==> config.mk <==
export PLATFORM = sky130hd
export DESIGN_NAME = seg7_scan_driver
export DESIGN_NICKNAME = d
export VERILOG_FILES = /design/src/rtl/seg7_scan_driver.sv
export SDC_FILE = /design/constraint.sdc
export NUM_CORES = 1
export LEC_CHECK = 0
export CORE_AREA = 2 2 78 80
export CTS_CLUSTER_SIZE = 24
export DETAILED_ROUTE_END_ITERATION = 8
export DIE_AREA = 0 0 80 82
export PLACE_DENSITY_LB_ADDON = 0.1
export SETUP_SLACK_MARGIN = 0.2
export SLEW_MARGIN = 20
export SYNTH_ARGS = -nofsm -noshare
export SYNTH_HDL_FRONTEND = slang
export SYNTH_SLANG_ARGS = --single-unit
==> constraint.sdc <==
create_clock -name clk -period 2.95 [get_ports clk]
set_input_delay 0.59 -clock clk [delete_from_list [all_inputs] [get_ports clk]]
set_output_delay 0.59 -clock clk [all_outputs]
set_load 0.05 [all_outputs]
==> src/rtl/seg7_scan_driver.sv <==
// Multiplexed seven-segment driver: scans DIGITS digits with a blanking gap at each
// slot start and double-buffers the displayed value so updates land only on frame edges.
module seg7_scan_driver #(
  parameter int DIGITS   = 4,
  parameter int SCAN_DIV = 50000,
  parameter int DEAD     = 500
) (
  input  logic                  clk,
  input  logic                  rst,
  input  logic [4*DIGITS-1:0]   value_i,
  input  logic [DIGITS-1:0]     dp_i,
  input  logic                  load_i,
  input  logic                  lzb_en_i,
  input  logic                  en_i,
  output logic [0:7]            seg_o,
  output logic [DIGITS-1:0]     an_o,
  output logic                  frame_o,
  output logic                  pending_o
);

  localparam int CW = (SCAN_DIV > 1) ? $clog2(SCAN_DIV) : 1;
  localparam int IW = (DIGITS > 1) ? $clog2(DIGITS) : 1;

  logic [CW-1:0]            cnt;
  logic [IW-1:0]            idx;
  logic [DIGITS-1:0][3:0]   pend_val;
  logic [DIGITS-1:0][3:0]   act_val;
  logic [DIGITS-1:0]        pend_dp;
  logic [DIGITS-1:0]        act_dp;

  logic                     boundary;
  logic                     commit;
  logic                     dark;
  logic                     blank_lead;
  logic                     zero_run;
  logic [DIGITS-1:0]        lead_zero;
  logic [0:6]               lit;
  logic [0:7]               seg_nxt;
  logic [DIGITS-1:0]        an_nxt;

  // Lit-segment pattern, index 0 = a ... 6 = g, active-high.
  function automatic logic [0:6] seg_lit(input logic [3:0] n);
    case (n)
      4'h0:    seg_lit = 7'b1111110;
      4'h1:    seg_lit = 7'b0110000;
      4'h2:    seg_lit = 7'b1101101;
      4'h3:    seg_lit = 7'b1111001;
      4'h4:    seg_lit = 7'b0110011;
      4'h5:    seg_lit = 7'b1011011;
      4'h6:    seg_lit = 7'b1011111;
      4'h7:    seg_lit = 7'b1110000;
      4'h8:    seg_lit = 7'b1111111;
      4'h9:    seg_lit = 7'b1111011;
      4'hA:    seg_lit = 7'b1110111;
      4'hB:    seg_lit = 7'b0011111;
      4'hC:    seg_lit = 7'b1001110;
      4'hD:    seg_lit = 7'b0111101;
      4'hE:    seg_lit = 7'b1001111;
      default: seg_lit = 7'b1000111;
    endcase
  endfunction

  assign boundary = (cnt == CW'(SCAN_DIV - 1)) && (idx == IW'(DIGITS - 1));
  assign commit   = boundary && pending_o;

  // lead_zero[k] is set when every active nibble from the top down to k is zero.
  always_comb begin
    zero_run  = 1'b1;
    lead_zero = '0;
    for (int k = DIGITS - 1; k >= 0; k--) begin
      zero_run     = zero_run & (act_val[k] == 4'd0);
      lead_zero[k] = zero_run;
    end
  end

  always_comb begin
    dark       = (cnt < CW'(DEAD)) || !en_i;
    blank_lead = lzb_en_i && (idx != '0) && lead_zero[idx];
    lit        = blank_lead ? 7'b0000000 : seg_lit(act_val[idx]);
    seg_nxt    = {~lit, ~act_dp[idx]};
    an_nxt     = ~(DIGITS'(1) << idx);
    if (dark) begin
      seg_nxt = '1;
      an_nxt  = '1;
    end
  end

  always_ff @(posedge clk) begin
    if (rst) begin
      cnt       <= '0;
      idx       <= '0;
      pend_val  <= '0;
      pend_dp   <= '0;
      act_val   <= '0;
      act_dp    <= '0;
      pending_o <= 1'b0;
      frame_o   <= 1'b0;
      seg_o     <= '1;
      an_o      <= '1;
    end else begin
      if (cnt == CW'(SCAN_DIV - 1)) begin
        cnt <= '0;
        idx <= (idx == IW'(DIGITS - 1)) ? '0 : idx + IW'(1);
      end else begin
        cnt <= cnt + CW'(1);
      end

      if (load_i) begin
        pend_val <= value_i;
        pend_dp  <= dp_i;
      end

      // A load on the commit cycle refills pending, so pending stays set.
      if (commit) begin
        act_val   <= pend_val;
        act_dp    <= pend_dp;
        pending_o <= load_i;
      end else if (load_i) begin
        pending_o <= 1'b1;
      end

      frame_o <= commit;
      seg_o   <= seg_nxt;
      an_o    <= an_nxt;
    end
  end

endmodule

pdn.png
Bar = 20 um. Pins as bars on the die edge.
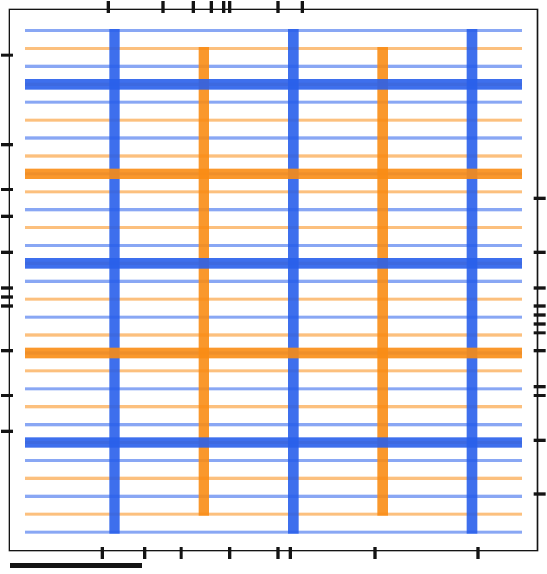
VSS: in blue. VDD: in orange.
5 straps on met4. The core has 28 rows. 39 signal pins sit on the boundary. 29 met1 rails follow the rows.

cell_classes.png
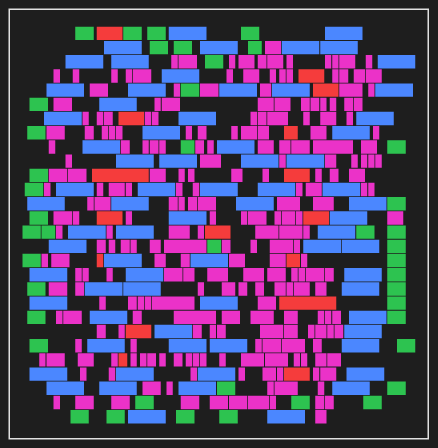
flops: in blue, cells 72, share of their area 40%. all other logic: in magenta, cells 246, share of their area 43%. clock drivers and dummy loads: in red, cells 16, share of their area 6.1%. other buffers and delay cells: in green, cells 42, share of their area 11%.

clock_map.png
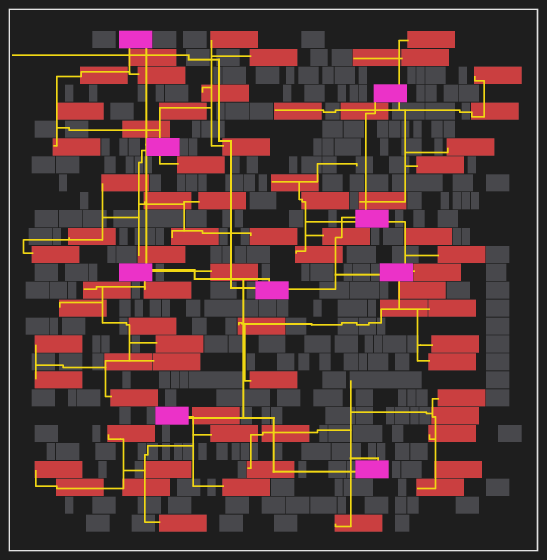
flip-flops: in red, count 72. cells driving clock nets: in magenta, count 9. clock wires: in yellow, length 873 um.
Position of the flops: all over the die. There are 10 routed clock nets.
Latency at later pin: 340 ps
clock power share: 43.9%
clock group power: 856 uW

==> impl_metrics.yaml <==
# physical design summary
clock_network:
  clock_path_buffers: 2
  path_clk_slew_ps: 70
  post_cts_buffers: 0
  clock_sinks: 72
  h-tree-depth: 3
  numCtsBuffers: 9
  cts-hold-fix-buffers: 0
  cts_tree: "built"
  post_cts_resized: 0
  clockRootBuffer: "clkbuf_8"
die:
  die_h_um: 82
  row_count: 28
  die_w_um: 80
  core_area_um2: 5750
  die-area_um2: 6560
  ios: 39
  initCoreUtil_pct: 53.6
place:
  placed_cell_area_um2: 3500
  gp_congestion: 0.836
  port_buffers: 38
  dp.final_hpwl_mm: 3.92
timing:
  slew_viol_final: 0
  finalClockSkew_ps: 6.76
  tightestPinTransition_ps: 735
  setup_tns_ps: 0
  max_freq_ghz: 0.449
  setup_violations: 0
  hold_viol: 0
  period_minus_slack_ps: 2220
  slew_headroom_pct: 49.6
  period_used_pct: 75.4
  rsz0062_at_grt: "no"
critical_path:
  endpoint_kind: "flip-flop"
  crit_type: "flip-flop to flip-flop"
  cpMostUsedCell: "inv_1"
  cp_cell_sequence: "mux4_2 -> inv_1 -> ha_1 -> inv_1 -> o311a_1 -> nand4_1"
  startpoint_type: "flip-flop"
  worstPathArrival_ps: 2510
  max_stage_delay_ps: 640
  worstPathMaxFanout: 10
  critPathRequiredTime_ps: 3230
  r2r_slack_ps: 730
  slowest_stage: "mux4_2"
synthesis:
  flop_cell: "dfxtp_1"
  edf_count: 0
  yosys.area_share.simple_pct: 20.5
  ys_warn_count: 0
  ys_ff: 72
  synth_top_area_share_pct: 46.8
  syn-mean-instance-area_um2: 9.20
  netlist_area_um2: 3080
  aoi_share_pct: 7.84
  syn_nets: 371
  synth_cell_types: 45
  ys_area_um2: 3080
  ys_sh_mux_pct: 12.4
  synthArstFlopShare_pct: 0
  top_area_cell: "dfxtp_1"
  adder_share_pct: 4.47
  yosysSeqAreaShare_pct: 46.8
  ys_cells: 335
  syn_inst: 335
  xor_share_pct: 3.98
  top_logic_kind: "simple AND/OR/NAND/NOR gates"
  top_cells_by_area: "dfxtp_1 47%, mux2i_1 8.8%, nand2_1 7.2%"
routing:
  via_per_inst: 5.22
  drtAntennaViolNets: 0
  wirelength_mm: 5.71
  drc_errors: 0
  vias: 2354
  drt_iter0_drc: 96
  dr.pass1.iters: 4
cells_and_area:
  nNetsFinal: 407
  final_layout_size_suffix_gt1_share_pct: 9.04
  layout_top_cell: "dfxtp_1"
  design_area_um2: 3720
  antenna_cells: 0
  syn_to_final_growth_pct: 20.7
  layout_top_cells: "72 x dfxtp_1, 59 x nand2_1, 47 x nor2_1"
  fill_cells: 519
pwr:
  p_leak_uw: 0.00140
  ir_drop_mv: 0.319
  power_density_nw_per_um2: 525
job:
  max-cap-violations: 0
  warnings: 34
global_route:
  grt_pass1_wl_mm: 9.72
  antenna_found_initial: 0
  grt_max_degree: 46
  first_global_vias: 2108
  grt.overflow.total: 0
worst_hold_path:
  hold_class: "flip-flop to flip-flop"
run_status:
  status: "completed"
metal_stack.png
Bar = 20 um.
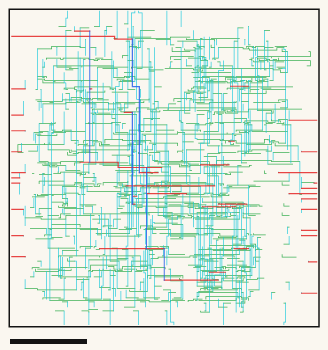
met4: in blue, wire length 124 um. met2: in cyan, wire length 2580 um. met3: in red, wire length 252 um. met1: in green, wire length 2750 um.

final_congestion.png
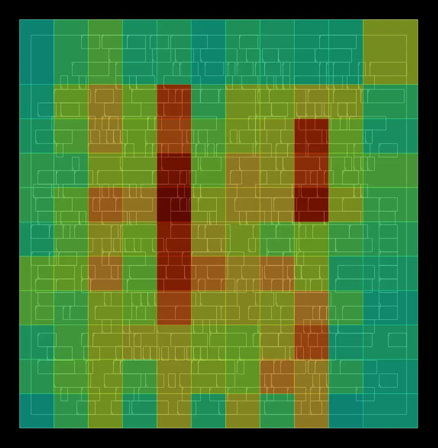
GRT busiest layer: met2
Routed WL per cell: 12.6 um
GRT Util Overall: 19.3%
fin util: 64.7%
met1 GRT Util: 25.1%

-- critical path: cells and delay by family, from the launching register on --
family                   cells  cell delay (ps)
AND/OR/NAND/NOR              1               80
buffers and inverters        2              230
flip-flops                   1              600
adder cells (fa/ha/maj)      1              260
multiplexers                 1              640
AND-OR/OR-AND                1              350
-- per-layer routing --
layer / global-route usage, % / wire length (um)
met5: 0 / 0
met3: 5.60 / 252
met4: 9.49 / 123
met2: 29.4 / 2580
met1: 25.1 / 2750
-- Yosys cell counts (6+ instances only) --
library cell,n
xnor2_1,7
nand2_1,59
nor2_1,47
mux2i_1,27
dfxtp_1,72
a21oi_1,20
clkbuf_1,6
inv_1,8
xor2_1,7
ha_1,11
nand4_1,6
nand3_1,9
-- path summary, 6_finish.rpt --
check	from	endpoint	cells after the start
hold / removal	pend_dp[3]	act_dp[3]	2
hold reg to reg	pend_dp[3]	act_dp[3]	2
setup reg to reg	idx[0]	seg_o[0]	6
setup / recovery	idx[0]	seg_o[0]	6
-- state kept, by name (all words and copies together), names as in the netlist --
name / flops
act_dp: 4
act_val: 16
an_o: 4
cnt: 16
frame_o: 1
idx: 2
pend_dp: 4
pend_val: 16
pending_o: 1
seg_o: 8
-- layout make-up --
| class | count | area (um2) | area share (%) |
|---|---|---|---|
| Clock inverter | 5 | 80.1 | 2.15 |
| Clock buffer | 11 | 141 | 3.80 |
| Timing Repair Buffer | 42 | 410 | 11.0 |
| Multi-Input combinational cell | 237 | 1520 | 40.8 |
| Tap cell | 75 | 93.8 | 2.52 |
| Inverter | 9 | 33.8 | 0.909 |
| Sequential cell | 72 | 1440 | 38.8 |
-- logic make-up (layout without fill, tap and decap cells) --
family / count (synthesis) / after routing
AOI/OAI and AO/OA: 38 / 38
xor gates and xnor gates: 14 / 14
muxes: 34 / 34
DFF: 72 / 72
buffers and inverters: 26 / 67
and+or+nand+nor: 140 / 140
adders and majority gates: 11 / 11
-- per-stage QoR --
step / setup slack [ps] / total power, uW / hold slack (ps) / cells
floorplan: 870 / 1080 / 429 / 335
global placement: 850 / 1120 / 443 / 435
detailed placement: 749 / 1120 / 447 / 435
CTS: 733 / 1970 / 461 / 451
global route: 582 / 2030 / 477 / 451
finish: 725 / 1950 / 457 / 451
-- power breakdown --
group / internal [uW] / leakage, uW / total, uW / switching, uW
Combinational: 51.2 / 0.000709 / 90.2 / 39.0
Sequential: 992 / 0.000585 / 1000 / 12.4
Clock: 498 / 0.000106 / 856 / 358
Total: 1540 / 0.00140 / 1950 / 409
Power is estimated from default activity; no workload was simulated.
